===== config.mk =====
export PLATFORM = sky130hd
export DESIGN_NAME = vm_result_rx_flat
export DESIGN_NICKNAME = d
export VERILOG_FILES = /design/src/rtl/vm_result_rx_if.sv /design/src/rtl/vm_result_rx.sv /design/src/flat_wrapper.sv
export SDC_FILE = /design/constraint.sdc
export NUM_CORES = 1
export LEC_CHECK = 0
export ABC_CLOCK_PERIOD_IN_PS = 5150
export CAP_MARGIN = 10
export CORE_MARGIN = 3
export CORE_UTILIZATION = 55
export DETAILED_ROUTE_END_ITERATION = 8
export PLACE_DENSITY = 0.76
export SLEW_MARGIN = 20
export SYNTH_ARGS = -nofsm -noshare
export SYNTH_HDL_FRONTEND = slang
export SYNTH_SLANG_ARGS = --single-unit

===== constraint.sdc =====
create_clock -name clk -period 5.15 [get_ports clk]
set_input_delay 1.03 -clock clk [delete_from_list [all_inputs] [get_ports clk]]
set_output_delay 1.03 -clock clk [all_outputs]
set_load 0.005 [all_outputs]

===== src/rtl/vm_result_rx_if.sv =====
// Beat bus carrying the vending machine's serial result burst into vm_result_rx.
interface vm_result_rx_if #(
  parameter int unsigned COIN_W = 4,
  parameter int unsigned SELL_W = 6
);
  logic              in_valid;
  logic [COIN_W-1:0] in_consumer;
  logic [SELL_W-1:0] in_sell_num;
  logic [10:0]       in_exp_change;

  modport master (output in_valid, in_consumer, in_sell_num, in_exp_change);
  modport slave  (input  in_valid, in_consumer, in_sell_num, in_exp_change);
endinterface


===== src/rtl/vm_result_rx.sv =====
// Deserializes the 6-beat vending result burst, commits change/sold totals and per-item counts.
// Optional change cross-check against in_exp_change is enabled by defining VM_RX_CHECK_EN.
module vm_result_rx #(
  parameter int unsigned COIN_W = 4,
  parameter int unsigned SELL_W = 6
) (
  input  logic              clk,
  input  logic              rst_n,
  vm_result_rx_if.slave     bus,
  input  logic [2:0]        rd_sel,
  output logic [SELL_W-1:0] rd_sell_num,
  output logic [10:0]       out_change,
  output logic              out_dispensed,
  output logic [8:0]        out_sell_total,
  output logic              out_frame_done,
  output logic              out_frame_err,
  output logic              out_mismatch
);

  localparam int unsigned CHG_W = 11;
  localparam int unsigned TOT_W = 9;
  localparam int unsigned CNT_W = 3;
  localparam int unsigned NBEAT = 6;
  localparam int unsigned NCOIN = 5;

  typedef enum logic [1:0] {IDLE, RECV, DONE, DRAIN} state_t;

  state_t                        state_q, state_d;
  logic [CNT_W-1:0]              cnt_q, cnt_d;
  logic                          cap_c;
  logic [CNT_W-1:0]              cap_idx_c;
  logic                          commit_c;
  logic                          err_c;

  logic                          disp_sh_q;
  logic [NCOIN-1:0][COIN_W-1:0]  coin_sh_q;
  logic [NBEAT-1:0][SELL_W-1:0]  sell_sh_q;
  logic [NBEAT-1:0][SELL_W-1:0]  item_q;

  logic [CHG_W-1:0]              change_c;
  logic [TOT_W-1:0]              tot_c;
  logic [SELL_W-1:0]             rd_c;

  logic [CHG_W-1:0]              change_q;
  logic                          disp_q;
  logic [TOT_W-1:0]              tot_q;
  logic                          done_q;
  logic                          err_q;
  logic [SELL_W-1:0]             rd_q;

  // State register and beat counter
  always_ff @(posedge clk) begin
    if (!rst_n) begin
      state_q <= IDLE;
      cnt_q   <= '0;
    end else begin
      state_q <= state_d;
      cnt_q   <= cnt_d;
    end
  end

  // Next-state: beat capture, commit and error decisions
  always_comb begin
    state_d   = state_q;
    cnt_d     = cnt_q;
    cap_c     = 1'b0;
    cap_idx_c = cnt_q;
    commit_c  = 1'b0;
    err_c     = 1'b0;
    unique case (state_q)
      IDLE: begin
        if (bus.in_valid) begin
          cap_c     = 1'b1;
          cap_idx_c = '0;
          cnt_d     = CNT_W'(1);
          state_d   = RECV;
        end
      end
      RECV: begin
        if (bus.in_valid) begin
          cap_c = 1'b1;
          if (cnt_q == CNT_W'(NBEAT - 1)) begin
            cnt_d   = '0;
            state_d = DONE;
          end else begin
            cnt_d = cnt_q + CNT_W'(1);
          end
        end else begin
          err_c   = 1'b1;
          cnt_d   = '0;
          state_d = IDLE;
        end
      end
      DONE: begin
        commit_c = 1'b1;
        if (bus.in_valid) begin
          err_c   = 1'b1;
          state_d = DRAIN;
        end else begin
          state_d = IDLE;
        end
      end
      DRAIN: begin
        if (!bus.in_valid) state_d = IDLE;
      end
      default: state_d = IDLE;
    endcase
  end

  // Shadow registers: beat0 holds the dispense flag, beats 1-5 the coin counts
  always_ff @(posedge clk) begin
    if (!rst_n) begin
      disp_sh_q <= 1'b0;
      coin_sh_q <= '0;
      sell_sh_q <= '0;
    end else if (cap_c) begin
      sell_sh_q[cap_idx_c] <= bus.in_sell_num;
      if (cap_idx_c == '0) begin
        disp_sh_q <= bus.in_consumer[0];
      end else begin
        coin_sh_q[cap_idx_c - CNT_W'(1)] <= bus.in_consumer;
      end
    end
  end

  // Change and sold-total reconstruction; both fit their widths at maximum input
  always_comb begin
    change_c = CHG_W'(50) * CHG_W'(coin_sh_q[0])
             + CHG_W'(20) * CHG_W'(coin_sh_q[1])
             + CHG_W'(10) * CHG_W'(coin_sh_q[2])
             + CHG_W'(5)  * CHG_W'(coin_sh_q[3])
             + CHG_W'(coin_sh_q[4]);
    tot_c = '0;
    for (int i = 0; i < int'(NBEAT); i++) begin
      tot_c = tot_c + TOT_W'(sell_sh_q[i]);
    end
  end

  // Readback mux over committed items only; 0 and 7 select nothing
  always_comb begin
    rd_c = '0;
    if (rd_sel != 3'd0 && rd_sel != 3'd7) begin
      rd_c = item_q[rd_sel - 3'd1];
    end
  end

  // Committed outputs and pulses
  always_ff @(posedge clk) begin
    if (!rst_n) begin
      change_q <= '0;
      disp_q   <= 1'b0;
      tot_q    <= '0;
      item_q   <= '0;
      done_q   <= 1'b0;
      err_q    <= 1'b0;
      rd_q     <= '0;
    end else begin
      done_q <= commit_c;
      err_q  <= err_c;
      rd_q   <= rd_c;
      if (commit_c) begin
        change_q <= change_c;
        disp_q   <= disp_sh_q;
        tot_q    <= tot_c;
        item_q   <= sell_sh_q;
      end
    end
  end

`ifdef VM_RX_CHECK_EN
  logic mismatch_q;

  // Sticky change mismatch, re-evaluated on every commit
  always_ff @(posedge clk) begin
    if (!rst_n) begin
      mismatch_q <= 1'b0;
    end else if (commit_c) begin
      mismatch_q <= (change_c != bus.in_exp_change);
    end
  end

  assign out_mismatch = mismatch_q;
`else
  logic unused_exp_c;
  assign unused_exp_c = ^bus.in_exp_change;
  assign out_mismatch = 1'b0;
`endif

  assign rd_sell_num    = rd_q;
  assign out_change     = change_q;
  assign out_dispensed  = disp_q;
  assign out_sell_total = tot_q;
  assign out_frame_done = done_q;
  assign out_frame_err  = err_q;

endmodule

===== src/flat_wrapper.sv =====
// flat-port wrapper written by rule: the top's interface ports become plain ports
module vm_result_rx_flat 
#(
  parameter int unsigned COIN_W = 4,
  parameter int unsigned SELL_W = 6
)
  (clk, rst_n, rd_sel, rd_sell_num, out_change, out_dispensed, out_sell_total, out_frame_done, out_frame_err, out_mismatch, bus_in_valid, bus_in_consumer, bus_in_sell_num, bus_in_exp_change);
  vm_result_rx_if #(.COIN_W(COIN_W), .SELL_W(SELL_W)) bus_i ();
  input  logic clk;
  input  logic rst_n;
  input  logic [2:0] rd_sel;
  output logic [SELL_W-1:0] rd_sell_num;
  output logic [10:0] out_change;
  output logic out_dispensed;
  output logic [8:0] out_sell_total;
  output logic out_frame_done;
  output logic out_frame_err;
  output logic out_mismatch;
  input wire logic [$bits(bus_i.in_valid)-1:0] bus_in_valid;
  input wire logic [$bits(bus_i.in_consumer)-1:0] bus_in_consumer;
  input wire logic [$bits(bus_i.in_sell_num)-1:0] bus_in_sell_num;
  input wire logic [$bits(bus_i.in_exp_change)-1:0] bus_in_exp_change;
  assign bus_i.in_valid = bus_in_valid;
  assign bus_i.in_consumer = bus_in_consumer;
  assign bus_i.in_sell_num = bus_in_sell_num;
  assign bus_i.in_exp_change = bus_in_exp_change;
  vm_result_rx #(.COIN_W(COIN_W), .SELL_W(SELL_W)) u_core (.clk(clk), .rst_n(rst_n), .bus(bus_i), .rd_sel(rd_sel), .rd_sell_num(rd_sell_num), .out_change(out_change), .out_dispensed(out_dispensed), .out_sell_total(out_sell_total), .out_frame_done(out_frame_done), .out_frame_err(out_frame_err), .out_mismatch(out_mismatch));
endmodule

### Where the registers sit

Scale bar: 20 um. Other sequential cells in the stronger gray, the rest of the logic in the fainter gray.
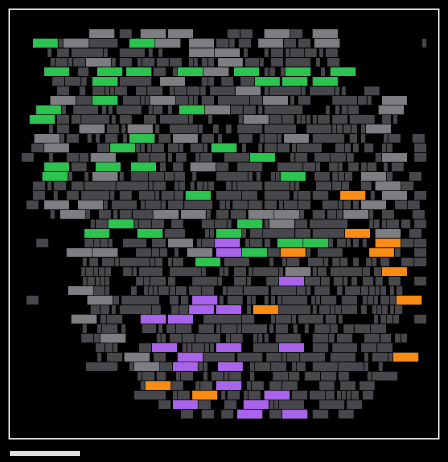
| color | signal | sequential cells |
|---|---|---|
| purple | u_core.coin_sh_q | 20 |
| orange | u_core.out_change | 11 |
| green | u_core.sell_sh_q | 36 |
not colored: 60

### Signal wires by layer

Scale bar: 20 um. Only two layers are drawn.
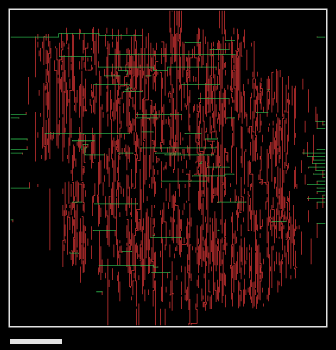
| color | layer | wire length |
|---|---|---|
| red | metal 2 | 7800 um |
| green | metal 3 | 666 um |

### Cell density map

12 x 12 tiles, from black (low) to pale yellow (high), 0 to 100% covered.
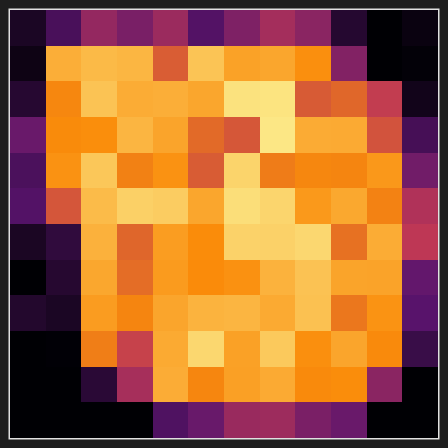
densest ninth of the die: center
tiles over 75% full: 44%
nearly empty tiles: 10%
fullest tile: 95%
emptiest ninth of the die: south-west
mean over tiles: 56%
fin util: 66.1%
Starting Density: 57.6%
Core ar.: 0.0129 mm2

### Track usage over the die

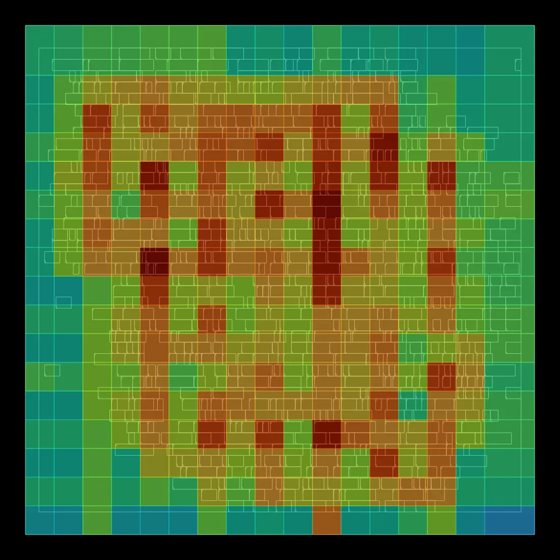
grt peak-use layer: met2
met1 Use GR: 30.2%
GR met3 Demand/Resource: 4.52%

==> GITHUB_STEP_SUMMARY <==
## Implementation flow summary

| Metric | Value |
|---|---|
| Status | completed |
| CTS Buffer Depth | 2 |
| Most frequent CP cell | fa_1 |
| Crit path max fanout | 3 |
| YS chip area | 0.00745 mm2 |
| Peak supply drop | 227 uV |
| # hold bufs at CTS | 0 |
| Mean Syn Cell Area | 9.85 um2 |
| Metal-1 WL | 7090 um |
| Initial antenna violation count | 0 |
| Hold Path End | u_core.out_sell_total[2] |
| CTS Root Cell | clkbuf_16 |
| # IOs | 57 |
| Worst Setup EP | u_core.out_sell_total[7] |
| Slowest CP cell | fa_1 |
| Stages on worst setup path | 16 |
| Crit path DRT | 5.48 ns |
| Placed Cells | 940 |
| Met2 WL post-DR | 7800 um |
| # rows | 41 |
| Power Internal | 1.88 mW |
| RePlAce Congestion | 0.848 |
| Tap cell count | 172 |
| Flip-flops | 127 |
| Setup slack after layout | 0.705 ns |
| Comb area | 0.00439 mm2 |
| Hold depth | 2 |
| First-pass GRT wire length | 27000 um |
| Top cell category | multi-input combinational cells |
| PwrDens | 284 mW/mm2 |
| Comb area share | 51.3% |
| Synth top cell by count | dfxtp_1 |
| RSZ-0062 raised after global routing | no |
| WS Path Type | reg -> reg |
| Synth Net Count | 888 |
| Critical path buffers and inverters | 2 |
| Vias post-DR | 5270 |
| Post-synth regs | 127 |
| Yosys adder share | 21.7% |
| DRT iter0 DRCs | 367 |
| Reg2Reg Capture Point | u_core.out_sell_total[7] |
| CTS sink count | 127 |
| Clock Skews | 0.00817 ns |
| Seq/Total Area, Yosys | 34.1% |
| R2R setup slack | 0.70 ns |
| Pin count of the biggest net entering global routing | 63 |
| AND/OR/NAND/NOR Cells, Area Fraction | 12.4% |
| Antenna diode count | 0 |
| Nets@finish | 919 |
| Antenna-violating nets left | 0 |
| Fill cells | 996 |
| Yosys Instances | 756 |
| Layout clock area frac | 7.23% |
| Post_cts resized | 0 |
| GRT overflow | 0 |
| Startpoint types | flop |
| Synth area leaders | dfxtp_1, mux2i_1, ha_1 |
| Data buffer area share | 5.59% |
| Leak | 3.72 nW |
| Synth Cell Area | 0.00745 mm2 |
| Area delta synth->final | 14.7% |
| Worst setup startpoint | u_core.sell_sh_q[0] |
| XOR Share, Synth | 1.88% |
| Critical path arrival | 4.78 ns |
| Clock power frac | 52.0% |
| Syn. warnings | 0 |
| Cell family with most CP delay | adder cells |
| P_sw | 0.543 mW |
| Design Power | 2.43 mW |
| Final Max Slew Viols | 0 |
| Worst Hold Launch | u_core.out_sell_total[2] |
| Commonest cells in the netlist | dfxtp_1, nor2_1, mux2i_1, inv_1, ha_1 |
| Clock slew at reported path FFs | 0.06 ns |
| Flop pwr share | 41.3% |
| Area fraction in compound gates | 5.96% |
| Number of non-clock inverters | 81 |
| Post-CTS Setup Inserts | 0 |
| Worst Hold Slack | 0.483 ns |
| Rel. slew slack | 36.0% |
| Repair and plain buffers | 49 |
| Synth Instances | 756 |
| Gate power share | 6.7% |
| #MultiIn Comb | 511 |
| Largest registers | u_core.item_q x36, u_core.sell_sh_q x36, u_core.coin_sh_q x20 |
| Final Hold Fails | 0 |
| Yosys top cell by area | dfxtp_1 |
| Min Tclk post-route | 4.45 ns |
| WL final | 15800 um |
| Worst path cell trace | ha_1 -> fa_1 -> a21oi_1 -> nor2_1 -> nor2_1 -> xnor2_1 -> fa_1 -> fa_1 -> inv_1 -> fa_1 -> inv_1 -> ha_1 -> o21ai_1 -> a21oi_1 -> or3_1 -> a311oi_1 |
| Fin cells | 970 |
| Post-synth ARST share | 0% |
| DR WL/cell | 16.3 um |
| Drc violations | 0 |
| Setup TNS | 0 ns |
| DIE HEIGHT | 122 um |
| Tot GR Track Use | 23.0% |
| Highest Signal Layer | met4 |
Power figures rest on the tool's default switching activity, not on a simulated workload.
